**M3 wires**

Scale bar: 20 µm.
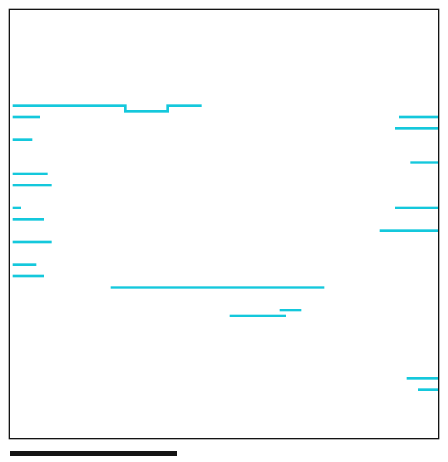
**Routed clock nets over the placement**

Scale bar: 20 µm.
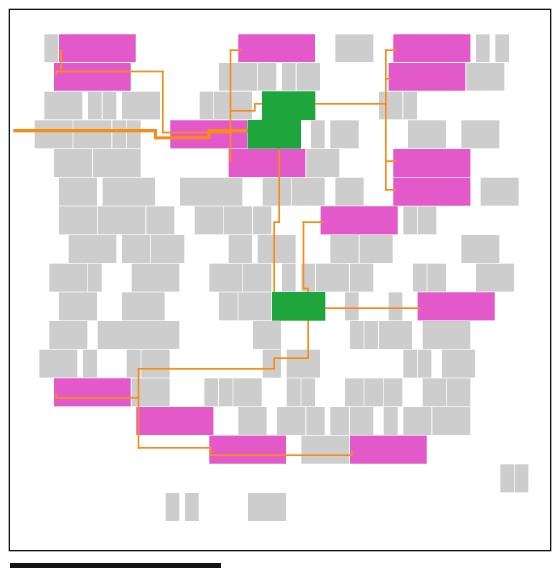
**Wiring by layer**

Scale bar: 20 µm.
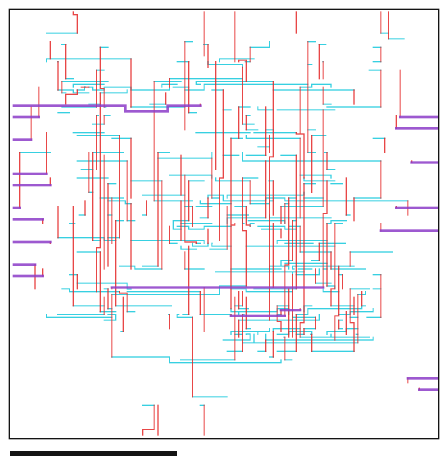
**Routing congestion**

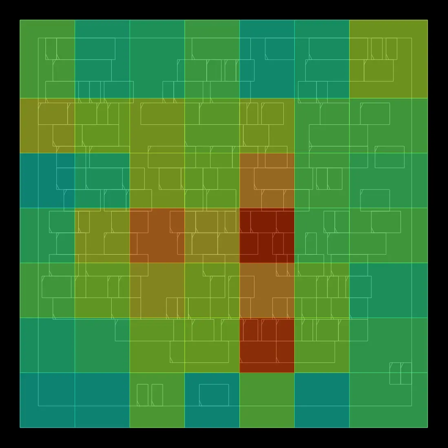
**Ports around the boundary**

Pins as bars across the die edge, other pins in gray.
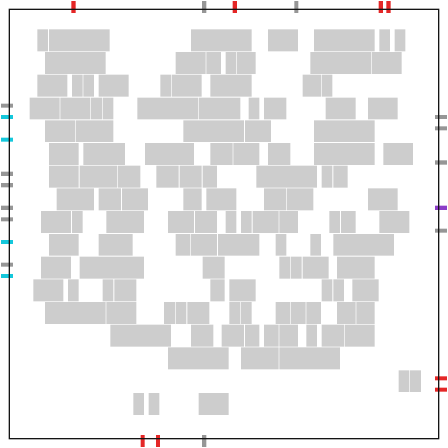
`src/rtl/threshold_monitor.sv`:
```
// Purpose : compares each accepted 4-bit sample against a programmable threshold
//           and raises a debounced "above threshold" alarm, counting alarm rises.
// Latency : one cycle from an accepted sample to gt/eq/lt, cmp_valid and alarm.
// Backpressure: none; every sample with sample_valid=1 is accepted that cycle.
//
// Parameters
//   DEBOUNCE   : consecutive qualifying samples needed to set or clear the alarm (1..15)
//   THRESH_RST : reset value of the threshold register
// Ports
//   clk, rst          : single clock, synchronous active-high reset
//   sample_valid      : qualifies sample for one cycle
//   sample            : unsigned 4-bit data sample
//   thresh_we         : loads thresh_in into the threshold register
//   thresh_in         : unsigned 4-bit new threshold
//   gt / eq / lt      : registered comparison of the last accepted sample
//   cmp_valid         : one-cycle pulse when gt/eq/lt update
//   alarm             : debounced "sample above threshold" level
//   alarm_rise        : one-cycle pulse on each entry into ALARM from IDLE/ARMING
//   event_cnt         : saturating count of alarm rises
// Configuration
//   THRESHOLD_MONITOR_EVENT_CNT_EN : when defined, event_cnt counts alarm rises
//   (saturating at 255); when undefined, event_cnt is tied to zero.

module threshold_monitor #(
    parameter int unsigned DEBOUNCE   = 3,
    parameter logic [3:0]  THRESH_RST = 4'd8
) (
    input  logic       clk,
    input  logic       rst,
    input  logic       sample_valid,
    input  logic [3:0] sample,
    input  logic       thresh_we,
    input  logic [3:0] thresh_in,
    output logic       gt,
    output logic       eq,
    output logic       lt,
    output logic       cmp_valid,
    output logic       alarm,
    output logic       alarm_rise,
    output logic [7:0] event_cnt
);

    localparam logic [3:0] DEB = 4'(DEBOUNCE);

    typedef enum logic [1:0] {
        S_IDLE     = 2'd0,
        S_ARMING   = 2'd1,
        S_ALARM    = 2'd2,
        S_CLEARING = 2'd3
    } state_t;

    state_t     state;
    state_t     state_n;
    logic [3:0] cnt;
    logic [3:0] cnt_n;
    logic [3:0] cnt_inc;
    logic [3:0] thr;
    logic       above;
    logic       rise_n;

    // Threshold register. A sample accepted in the write cycle still sees
    // the old value because the comparison below reads thr, not thresh_in.
    always_ff @(posedge clk) begin
        if (rst) begin
            thr <= THRESH_RST;
        end else if (thresh_we) begin
            thr <= thresh_in;
        end
    end

    // Only strictly greater counts as "above"; equal is treated as not-above.
    assign above   = (sample > thr);
    assign cnt_inc = cnt + 4'd1;

    // Comparison result registers; held between accepted samples.
    always_ff @(posedge clk) begin
        if (rst) begin
            gt        <= 1'b0;
            eq        <= 1'b0;
            lt        <= 1'b0;
            cmp_valid <= 1'b0;
        end else begin
            cmp_valid <= sample_valid;
            if (sample_valid) begin
                gt <= (sample > thr);
                eq <= (sample == thr);
                lt <= (sample < thr);
            end
        end
    end

    // FSM state register. Threshold writes deliberately do not touch it.
    always_ff @(posedge clk) begin
        if (rst) begin
            state      <= S_IDLE;
            cnt        <= 4'd0;
            alarm_rise <= 1'b0;
        end else begin
            state      <= state_n;
            cnt        <= cnt_n;
            alarm_rise <= rise_n;
        end
    end

    // Next-state logic. Nothing moves without sample_valid, so idle gaps
    // never break a consecutive run.
    always_comb begin
        state_n = state;
        cnt_n   = cnt;
        rise_n  = 1'b0;
        if (sample_valid) begin
            case (state)
                S_IDLE: begin
                    if (above) begin
                        if (DEB == 4'd1) begin
                            state_n = S_ALARM;
                            cnt_n   = 4'd0;
                            rise_n  = 1'b1;
                        end else begin
                            state_n = S_ARMING;
                            cnt_n   = 4'd1;
                        end
                    end
                end
                S_ARMING: begin
                    if (above) begin
                        if (cnt_inc == DEB) begin
                            state_n = S_ALARM;
                            cnt_n   = 4'd0;
                            rise_n  = 1'b1;
                        end else begin
                            cnt_n = cnt_inc;
                        end
                    end else begin
                        state_n = S_IDLE;
                        cnt_n   = 4'd0;
                    end
                end
                S_ALARM: begin
                    if (!above) begin
                        if (DEB == 4'd1) begin
                            state_n = S_IDLE;
                            cnt_n   = 4'd0;
                        end else begin
                            state_n = S_CLEARING;
                            cnt_n   = 4'd1;
                        end
                    end
                end
                S_CLEARING: begin
                    if (!above) begin
                        if (cnt_inc == DEB) begin
                            state_n = S_IDLE;
                            cnt_n   = 4'd0;
                        end else begin
                            cnt_n = cnt_inc;
                        end
                    end else begin
                        // Alarm never dropped, so returning here is not a rise.
                        state_n = S_ALARM;
                        cnt_n   = 4'd0;
                    end
                end
                default: begin
                    state_n = S_IDLE;
                    cnt_n   = 4'd0;
                end
            endcase
        end
    end

    // Alarm is high in both states where the debounced level is "above".
    assign alarm = (state == S_ALARM) || (state == S_CLEARING);

`ifdef THRESHOLD_MONITOR_EVENT_CNT_EN
    // Counts on the same edge that registers alarm_rise, so event_cnt
    // reflects a rise in the same cycle the pulse is visible.
    logic [7:0] ev_q;

    always_ff @(posedge clk) begin
        if (rst) begin
            ev_q <= 8'd0;
        end else if (rise_n && (ev_q != 8'hFF)) begin
            ev_q <= ev_q + 8'd1;
        end
    end

    assign event_cnt = ev_q;
`else
    assign event_cnt = 8'd0;
`endif

endmodule

```
`config.mk`:
```
export PLATFORM = sky130hd
export DESIGN_NAME = threshold_monitor
export DESIGN_NICKNAME = d
export VERILOG_FILES = /design/src/rtl/threshold_monitor.sv
export SDC_FILE = /design/constraint.sdc
export NUM_CORES = 1
export LEC_CHECK = 0
export CAP_MARGIN = 20
export CORE_MARGIN = 2
export CORE_UTILIZATION = 40
export CTS_BUF_LIST = sky130_fd_sc_hd__clkbuf_8 sky130_fd_sc_hd__clkbuf_16
export CTS_CLUSTER_DIAMETER = 40
export DETAILED_ROUTE_END_ITERATION = 10
export PLACE_DENSITY_LB_ADDON = 0.25
export SLEW_MARGIN = 20
export SYNTH_ARGS = -nofsm -noshare
export SYNTH_HDL_FRONTEND = slang
export SYNTH_SLANG_ARGS = --single-unit
```
`constraint.sdc`:
```
create_clock -name clk -period 2 [get_ports clk]
set_input_delay 0.2 -clock clk [delete_from_list [all_inputs] [get_ports clk]]
set_output_delay 0.2 -clock clk [all_outputs]
set_load 0.05 [all_outputs]
```
==> notes.org <==
#+TITLE: Synthesis and PnR summary

** CTS
- Post-CTS timing repair inserted 0 buffers for setup.
- In this run the number of H-tree levels came out at 1.
- Clock tree synthesis inserted a total of 3 buffers.
- CTS sink count :: 15
- The report lists the number of cells resized after CTS as 0.
- Register clock-pin slew on the reported worst setup and hold paths :: 0.06 ns

** Place
- Routability-driven placement finished with a final weighted congestion of 0.804.
- Note, the detailed placer reported a final HPWL of between 1000 and 1500 µm.
- Number of buffer cells added on primary ports :: 17
- Cell area reported after detailed placement :: approximately 1100 µm²

** Routing
- Initial detailed-routing violation count :: 14
- Per the detailed-route log, wirelength across all metal layers totals about 1700 µm.
- Residual DRC count :: 0
- Total iterations of the first detailed-routing run :: 4

** Setup path
- Together, buffers and inverters on the worst path number 1.
- Max fanout on the critical path was recorded as 2.

** Cells and area
- Net total in the final layout :: 147
- Utilization of the core after routing :: 54.3%
- For the completed layout, the total cell area is recorded as between 1000 and 1500 µm².

** Logic synthesis
- Looking at the cell usage after synthesis, the top flip-flop cell is sky130_fd_sc_hd__dfxtp_1.
- Parity-gate share of the synthesized area counting xor and xnor cells :: 0.982%
- Share of async-settable or async-resettable flops after synthesis :: 0%
- The portion of synthesized area spent on multiplexers is between 5 and 6%.

** Final timing
- The routed design could run at a clock period as short as 1.89 ns.

** Global route
- Pin count of the biggest net entering global routing :: 12

** Power and ir drop
- Per the summary, power density relative to cell area is 672 nW/µm².

** Flow run
- The stage logs contain a warning count of 27.

** Status
- The run finished with clean final reports.

** Floorplanning
- The chip occupies 2620 µm².
Notes on 'M3 wires' above:
nets with wire on the layer: 20
share of all routed wire: 6.6%
longest straight run: 25.3 µm
wire length on this layer: 115 µm
main direction: horizontal

Notes on 'routed clock nets over the placement' above:
[green] clock-net drivers | count: 3
[orange] clock wires | length: 193 µm
[magenta] flip-flops | count: 15
flops lie: widely spread

Notes on 'wiring by layer' above:
[red] M2 | wire length: 824 µm
[cyan] M1 | wire length: 797 µm
[purple] M3 | wire length: 115 µm

Notes on 'routing congestion' above:
routing usage on met1: 18.9%
Total Routing Usage GR: 15.2%
M2 GR Usage: 26.2%
wire length per cell: 11.1 µm
met3 usage in global routing: 2.63%

Notes on 'ports around the boundary' above:
[cyan] thresh_in | pins: 4 | direction: input | edge: west
[purple] alarm | pins: 1 | direction: output | edge: east
[red] event_cnt | pins: 8 | direction: output | edge: 4 north, 2 south, 2 east

cell usage after synthesis (2+ instances only):
master	count	area share [%]
sky130_fd_sc_hd__o32ai_1	2	2.0
sky130_fd_sc_hd__o21ai_0	3	1.7
sky130_fd_sc_hd__mux2i_1	5	5.6
sky130_fd_sc_hd__nor2_1	9	3.8
sky130_fd_sc_hd__nand3_1	4	2.2
sky130_fd_sc_hd__ha_1	6	8.4
sky130_fd_sc_hd__a21oi_1	3	1.7
sky130_fd_sc_hd__clkbuf_1	4	1.7
sky130_fd_sc_hd__dfxtp_1	15	34
sky130_fd_sc_hd__inv_1	10	4.2
sky130_fd_sc_hd__buf_4	8	6.7
sky130_fd_sc_hd__nand2_1	6	2.5
metal layers:
metal	vias to the layer above	global-route usage (%)	wire [µm]
met4	0	5.26	0
met1	344	18.9	796
met5	-	0	0
met3	0	2.63	114
met2	25	26.2	823
li1	394	-	-
through the flow:
step	setup slack [ns]	cells
6_report	0.111	156
5_1_grt	0.0204	156
4_1_cts	0.0975	156
3_5_place_dp	-0.150	152
3_3_place_gp	-0.0894	152
2_1_floorplan	0.173	108
sequential cells by signal, summed over array words and instances (netlist names), named ones only:
name,flops
alarm_rise,1
cmp_valid,1
cnt,4
eq,1
gt,1
lt,1
state,1
thr,4
area by class of cell:
cell class                      instances  share of cell area, %
Inverter                               10                   3.19
Timing Repair Buffer                   28                   21.5
Multi-Input combinational cell         71                   42.9
Sequential cell                        15                   25.5
Clock inverter                          1                  0.425
Tap cell                               28                   2.98
Clock buffer                            3                   3.51
final timing paths:
path / startpoint / end / cells past startpoint
worst max-delay path: sample[1] / cnt[0] / 7
worst min-delay path: lt / lt / 2
worst max register to register: thr[1] / cnt[0] / 7
worst min register to register: lt / lt / 2
Power is estimated from default activity; no workload was simulated.
